[config.mk]
export PLATFORM = sky130hd
export DESIGN_NAME = dec_buf
export DESIGN_NICKNAME = d
export VERILOG_FILES = /design/src/rtl/dec_buf_pkg.sv /design/src/rtl/dec_buf_mem.sv /design/src/rtl/dec_buf.sv
export SDC_FILE = /design/constraint.sdc
export NUM_CORES = 1
export LEC_CHECK = 0
export CORE_ASPECT_RATIO = 0.6
export CORE_MARGIN = 1.5
export CORE_UTILIZATION = 25
export DETAILED_ROUTE_END_ITERATION = 10
export PLACE_DENSITY = 0.47
export SYNTH_ARGS = -nofsm -noshare
export SYNTH_HDL_FRONTEND = slang
export SYNTH_SLANG_ARGS = --single-unit
[constraint.sdc]
create_clock -name i_clk -period 6.8 [get_ports i_clk]
set_input_delay 2.04 -clock i_clk [delete_from_list [all_inputs] [get_ports i_clk]]
set_output_delay 2.04 -clock i_clk [all_outputs]
set_load 0.02 [all_outputs]
[src/rtl/dec_buf_pkg.sv]
// Shared core package: pipeline-wide constants and the decode-buffer
// state encoding.
//   XLEN_DEF  default datapath width (PC, next-PC, instruction)
//   NOP_INST  canonical bubble, add x0,x0,x0
//   dbuf_st_e decode-buffer sequencing states
package dec_buf_pkg;

    localparam int          XLEN_DEF  = 32;
    localparam logic [31:0] NOP_INST  = 32'h0000_0033;
    localparam logic [31:0] RESET_PC  = 32'h0000_0000;

    typedef enum logic {
        ST_WAIT = 1'b0,   // one settling cycle after reset, no traffic
        ST_RUN  = 1'b1    // normal push/pop operation
    } dbuf_st_e;

endpackage

[src/rtl/dec_buf_mem.sv]
// Decode-buffer storage: DEPTH x W register array, one synchronous
// write port and one asynchronous read port. Contents are not reset.
//   i_clk    clock
//   i_we     write enable
//   i_waddr  write index
//   i_wdata  write data
//   i_raddr  read index
//   o_rdata  read data (combinational)
module dec_buf_mem #(
    parameter int W     = 96,
    parameter int DEPTH = 4,
    parameter int AW    = $clog2(DEPTH)
) (
    input  logic          i_clk,
    input  logic          i_we,
    input  logic [AW-1:0] i_waddr,
    input  logic [W-1:0]  i_wdata,
    input  logic [AW-1:0] i_raddr,
    output logic [W-1:0]  o_rdata
);

    logic [W-1:0] mem_q [DEPTH];

    always_ff @(posedge i_clk) begin
        if (i_we) mem_q[i_waddr] <= i_wdata;
    end

    assign o_rdata = mem_q[i_raddr];

endmodule

[src/rtl/dec_buf.sv]
// Decode buffer: small FWFT queue between fetch and decode. Holds
// {inst, pc, nxt_pc} entries; presents a NOP bubble when empty.
//   i_clk, i_rst        clock, synchronous active-high reset
//   i_vld/i_inst/i_pc/i_nxt_pc  fetch offer; accepted when o_rdy
//   o_rdy               buffer can accept a push this cycle
//   i_flush             redirect: drop all entries and any same-cycle push
//   i_hold              decode stall: head is not consumed
//   o_vld/o_inst/o_pc/o_nxt_pc  head entry (NOP / 0 when not valid)
//   o_count, o_full, o_empty    occupancy status
module dec_buf
    import dec_buf_pkg::*;
#(
    parameter int              XLEN  = XLEN_DEF,
    parameter int              DEPTH = 4,
    parameter logic [XLEN-1:0] NOP   = XLEN'(NOP_INST),
    parameter int              CW    = $clog2(DEPTH + 1)
) (
    input  logic            i_clk,
    input  logic            i_rst,
    input  logic            i_vld,
    input  logic [XLEN-1:0] i_inst,
    input  logic [XLEN-1:0] i_pc,
    input  logic [XLEN-1:0] i_nxt_pc,
    output logic            o_rdy,
    input  logic            i_flush,
    input  logic            i_hold,
    output logic            o_vld,
    output logic [XLEN-1:0] o_inst,
    output logic [XLEN-1:0] o_pc,
    output logic [XLEN-1:0] o_nxt_pc,
    output logic [CW-1:0]   o_count,
    output logic            o_full,
    output logic            o_empty
);

    localparam int PW = $clog2(DEPTH);
    localparam int EW = 3 * XLEN;

    dbuf_st_e      state_q, state_d;
    logic [PW-1:0] head_q, head_d;
    logic [PW-1:0] tail_q, tail_d;
    logic [CW-1:0] count_q, count_d;

    logic          run;
    logic          push, pop;
    logic [EW-1:0] rd_ent;

    assign run     = (state_q == ST_RUN);
    assign o_full  = (count_q == CW'(DEPTH));
    assign o_empty = (count_q == '0);
    assign o_count = count_q;

    // o_rdy looks only at current occupancy: a full buffer stays closed
    // even when the head pops in the same cycle.
    assign o_rdy = run && !o_full && !i_flush;
    assign o_vld = run && !o_empty;
    assign push  = i_vld && o_rdy;
    assign pop   = o_vld && !i_hold && !i_flush;

    dec_buf_mem #(.W(EW), .DEPTH(DEPTH), .AW(PW)) u_mem (
        .i_clk   (i_clk),
        .i_we    (push),
        .i_waddr (tail_q),
        .i_wdata ({i_inst, i_pc, i_nxt_pc}),
        .i_raddr (head_q),
        .o_rdata (rd_ent)
    );

    assign o_inst   = o_vld ? rd_ent[3*XLEN-1:2*XLEN] : NOP;
    assign o_pc     = o_vld ? rd_ent[2*XLEN-1:XLEN]   : '0;
    assign o_nxt_pc = o_vld ? rd_ent[XLEN-1:0]        : '0;

    always_comb begin
        state_d = state_q;
        head_d  = head_q;
        tail_d  = tail_q;
        count_d = count_q;
        unique case (state_q)
            ST_WAIT: state_d = ST_RUN;
            ST_RUN: begin
                if (i_flush) begin
                    head_d  = '0;
                    tail_d  = '0;
                    count_d = '0;
                end else begin
                    if (push) tail_d = tail_q + PW'(1);
                    if (pop)  head_d = head_q + PW'(1);
                    unique case ({push, pop})
                        2'b10:   count_d = count_q + CW'(1);
                        2'b01:   count_d = count_q - CW'(1);
                        default: count_d = count_q;
                    endcase
                end
            end
            default: state_d = ST_WAIT;
        endcase
    end

    always_ff @(posedge i_clk) begin
        if (i_rst) begin
            state_q <= ST_WAIT;
            head_q  <= '0;
            tail_q  <= '0;
            count_q <= '0;
        end else begin
            state_q <= state_d;
            head_q  <= head_d;
            tail_q  <= tail_d;
            count_q <= count_d;
        end
    end

endmodule

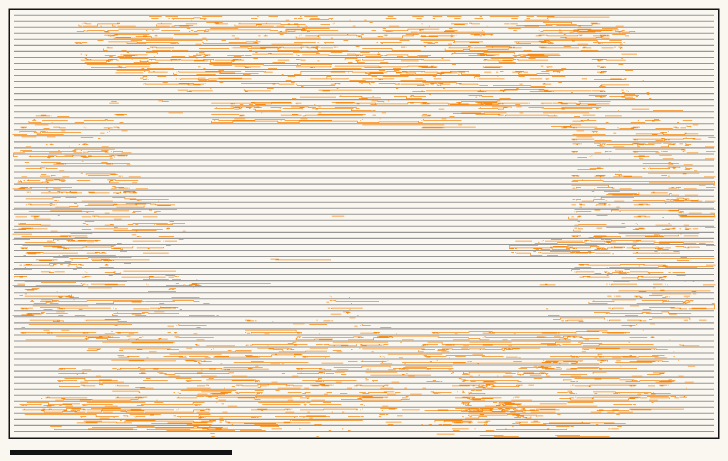
**Above:** M1 wires.
Scale bar: 100 um. Supply wires on this layer in grey.
longest straight run: 74.1 um
main direction: horizontal
count of vias placed by the detailed router: 7135
wire length after detailed routing: 32600 um
met1 Use GR: 0.147

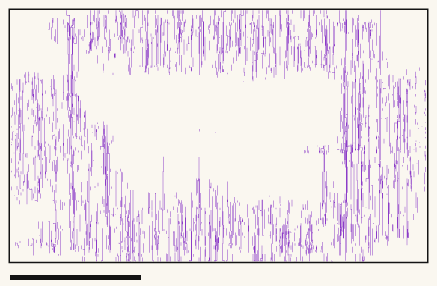
**Above:** the metal 2 layer.
Scale bar: 100 um.
wire length on this layer: 14700 um
main direction: vertical
share of all routed wire: 45%
routing usage on met2: 0.160

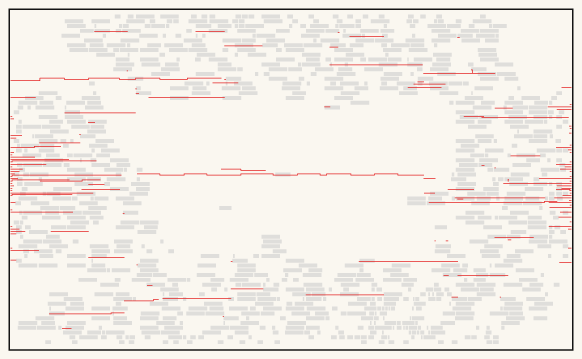
**Above:** met3 routing.
Cells faint in the background.
longest straight run: 65.5 um
wire length on this layer: 1980 um
main direction: horizontal
share of all routed wire: 6.1%
nets with wire on the layer: 94
fraction of met3 tracks used by global routing: 0.0327

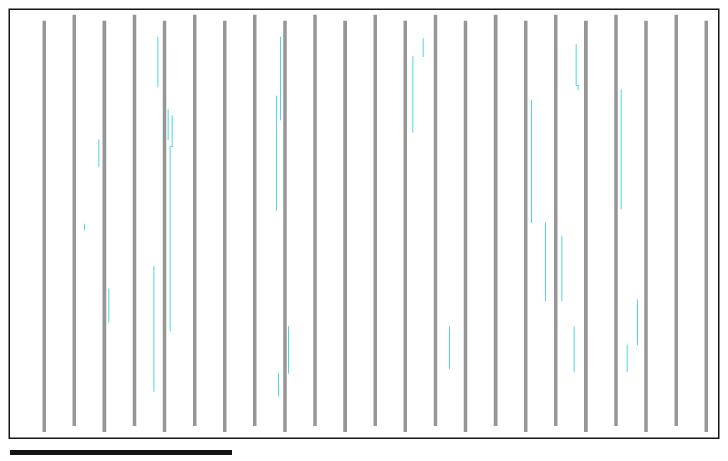
**Above:** signal wires on met4.
Scale bar: 100 um. Supply wires on this layer in grey.
wire length on this layer: 650 um
nets with wire on the layer: 7

==> state kept, by name, indices dropped and copies added, names as in the netlist, named ones only <==
name and cells:
head_q 2, o_count 3, run 1, tail_q 2, u_mem.mem_q 384
==> routing by layer <==
layer	up-vias	GRT usage	part of all wire
li1	3180	-	-
met1	3736	0.147	0.47
met2	163	0.160	0.45
met3	54	0.0327	0.061
met4	2	0.0335	0.020
met5	-	0	0.00034
==> layout make-up <==
type	count	area [um^2]
Sequential cell	394	11700
Multi-Input combinational cell	236	3120
Clock buffer	49	1060
Tap cell	781	977
Inverter	7	26.3
Fill cell	5662	39900
Clock inverter	22	180
Timing Repair Buffer	213	2210
==> report_table.html <==
<h2>Synthesis and place &amp; route</h2>
<table>
<tr><th>Metric</th><th>Value</th></tr>
<tr><th colspan="2">Job</th></tr>
<tr><td>Max_cap viols</td><td>0</td></tr>
<tr><th colspan="2">Min path</th></tr>
<tr><td>Worst hold stages</td><td>2</td></tr>
<tr><td>Kind of path behind the tightest hold check</td><td>reg2reg</td></tr>
<tr><td>Worst Hold Launch</td><td>head_q[0]</td></tr>
<tr><th colspan="2">CTS</th></tr>
<tr><td>Post-CTS setup repair buffer count</td><td>0</td></tr>
<tr><td>CTS HTree Levels</td><td>2</td></tr>
<tr><td>CTS Hold Buffers Added</td><td>0</td></tr>
<tr><td>Resized cells post-CTS</td><td>0</td></tr>
<tr><th colspan="2">GRT</th></tr>
<tr><td>Vias in the first global route</td><td>7536</td></tr>
<tr><td>First-pass GRT wire length</td><td>49000 um</td></tr>
<tr><th colspan="2">Yosys</th></tr>
<tr><td>Total of warnings raised by yosys</td><td>0</td></tr>
<tr><td>Largest family of logic cells by area</td><td>multiplexers</td></tr>
<tr><td>Simple-gate share of the synthesized area</td><td>0.0493</td></tr>
<tr><td>Synth Flop Type</td><td>sky130_fd_sc_hd__edfxtp_1</td></tr>
<tr><td>Share of the yosys chip area belonging to registers</td><td>0.782</td></tr>
<tr><td>Instance count of the mapped netlist</td><td>670</td></tr>
<tr><td>Area fraction in compound gates</td><td>0.00626</td></tr>
<tr><th colspan="2">Status</th></tr>
<tr><td>Outcome</td><td>completed</td></tr>
<tr><th colspan="2">Layout</th></tr>
<tr><td>Final instance count without filler cells</td><td>1702</td></tr>
<tr><td>Syn-to-layout area delta</td><td>28.7%</td></tr>
<tr><td>Util after Layout</td><td>0.326</td></tr>
<tr><th colspan="2">Setup path</th></tr>
<tr><td>Worst stage delay on the critical path</td><td>0.61 ns</td></tr>
<tr><td>Top cell by count, worst path</td><td>sky130_fd_sc_hd__clkdlybuf4s50_1</td></tr>
<tr><td>Cells on worst reg2reg path</td><td>5</td></tr>
<tr><td>Critical setup path kind</td><td>in2out</td></tr>
<tr><td>Worst setup path startpoint</td><td>i_flush</td></tr>
<tr><td>Worst R2R End</td><td>u_mem.mem_q[3][19]</td></tr>
<tr><th colspan="2">Die</th></tr>
<tr><td>Die height</td><td>193 um</td></tr>
<tr><td>Die Width</td><td>319 um</td></tr>
<tr><td>Fraction of the core area occupied by cells at floorplan</td><td>0.253</td></tr>
<tr><td>Core Box Area</td><td>59200 um^2</td></tr>
<tr><th colspan="2">Timing</th></tr>
<tr><td>Final period utilization</td><td>0.833</td></tr>
<tr><td>Final Hold Violating Endpoints</td><td>0</td></tr>
<tr><td>Final setup violation count</td><td>0</td></tr>
<tr><th colspan="2">Pwr</th></tr>
<tr><td>Switching share of power</td><td>0.197</td></tr>
<tr><td>Total net switching power</td><td>981 uW</td></tr>
<tr><td>Share of total power in the clock network</td><td>0.427</td></tr>
<tr><th colspan="2">Detailed routing</th></tr>
<tr><td>Iteration-0 DRC Markers</td><td>520</td></tr>
<tr><th colspan="2">Placed design</th></tr>
<tr><td>Count of input and output buffers</td><td>203</td></tr>
<tr><td>Placed instance area</td><td>18100 um^2</td></tr>
</table>
Power and IR drop assume default switching activity.
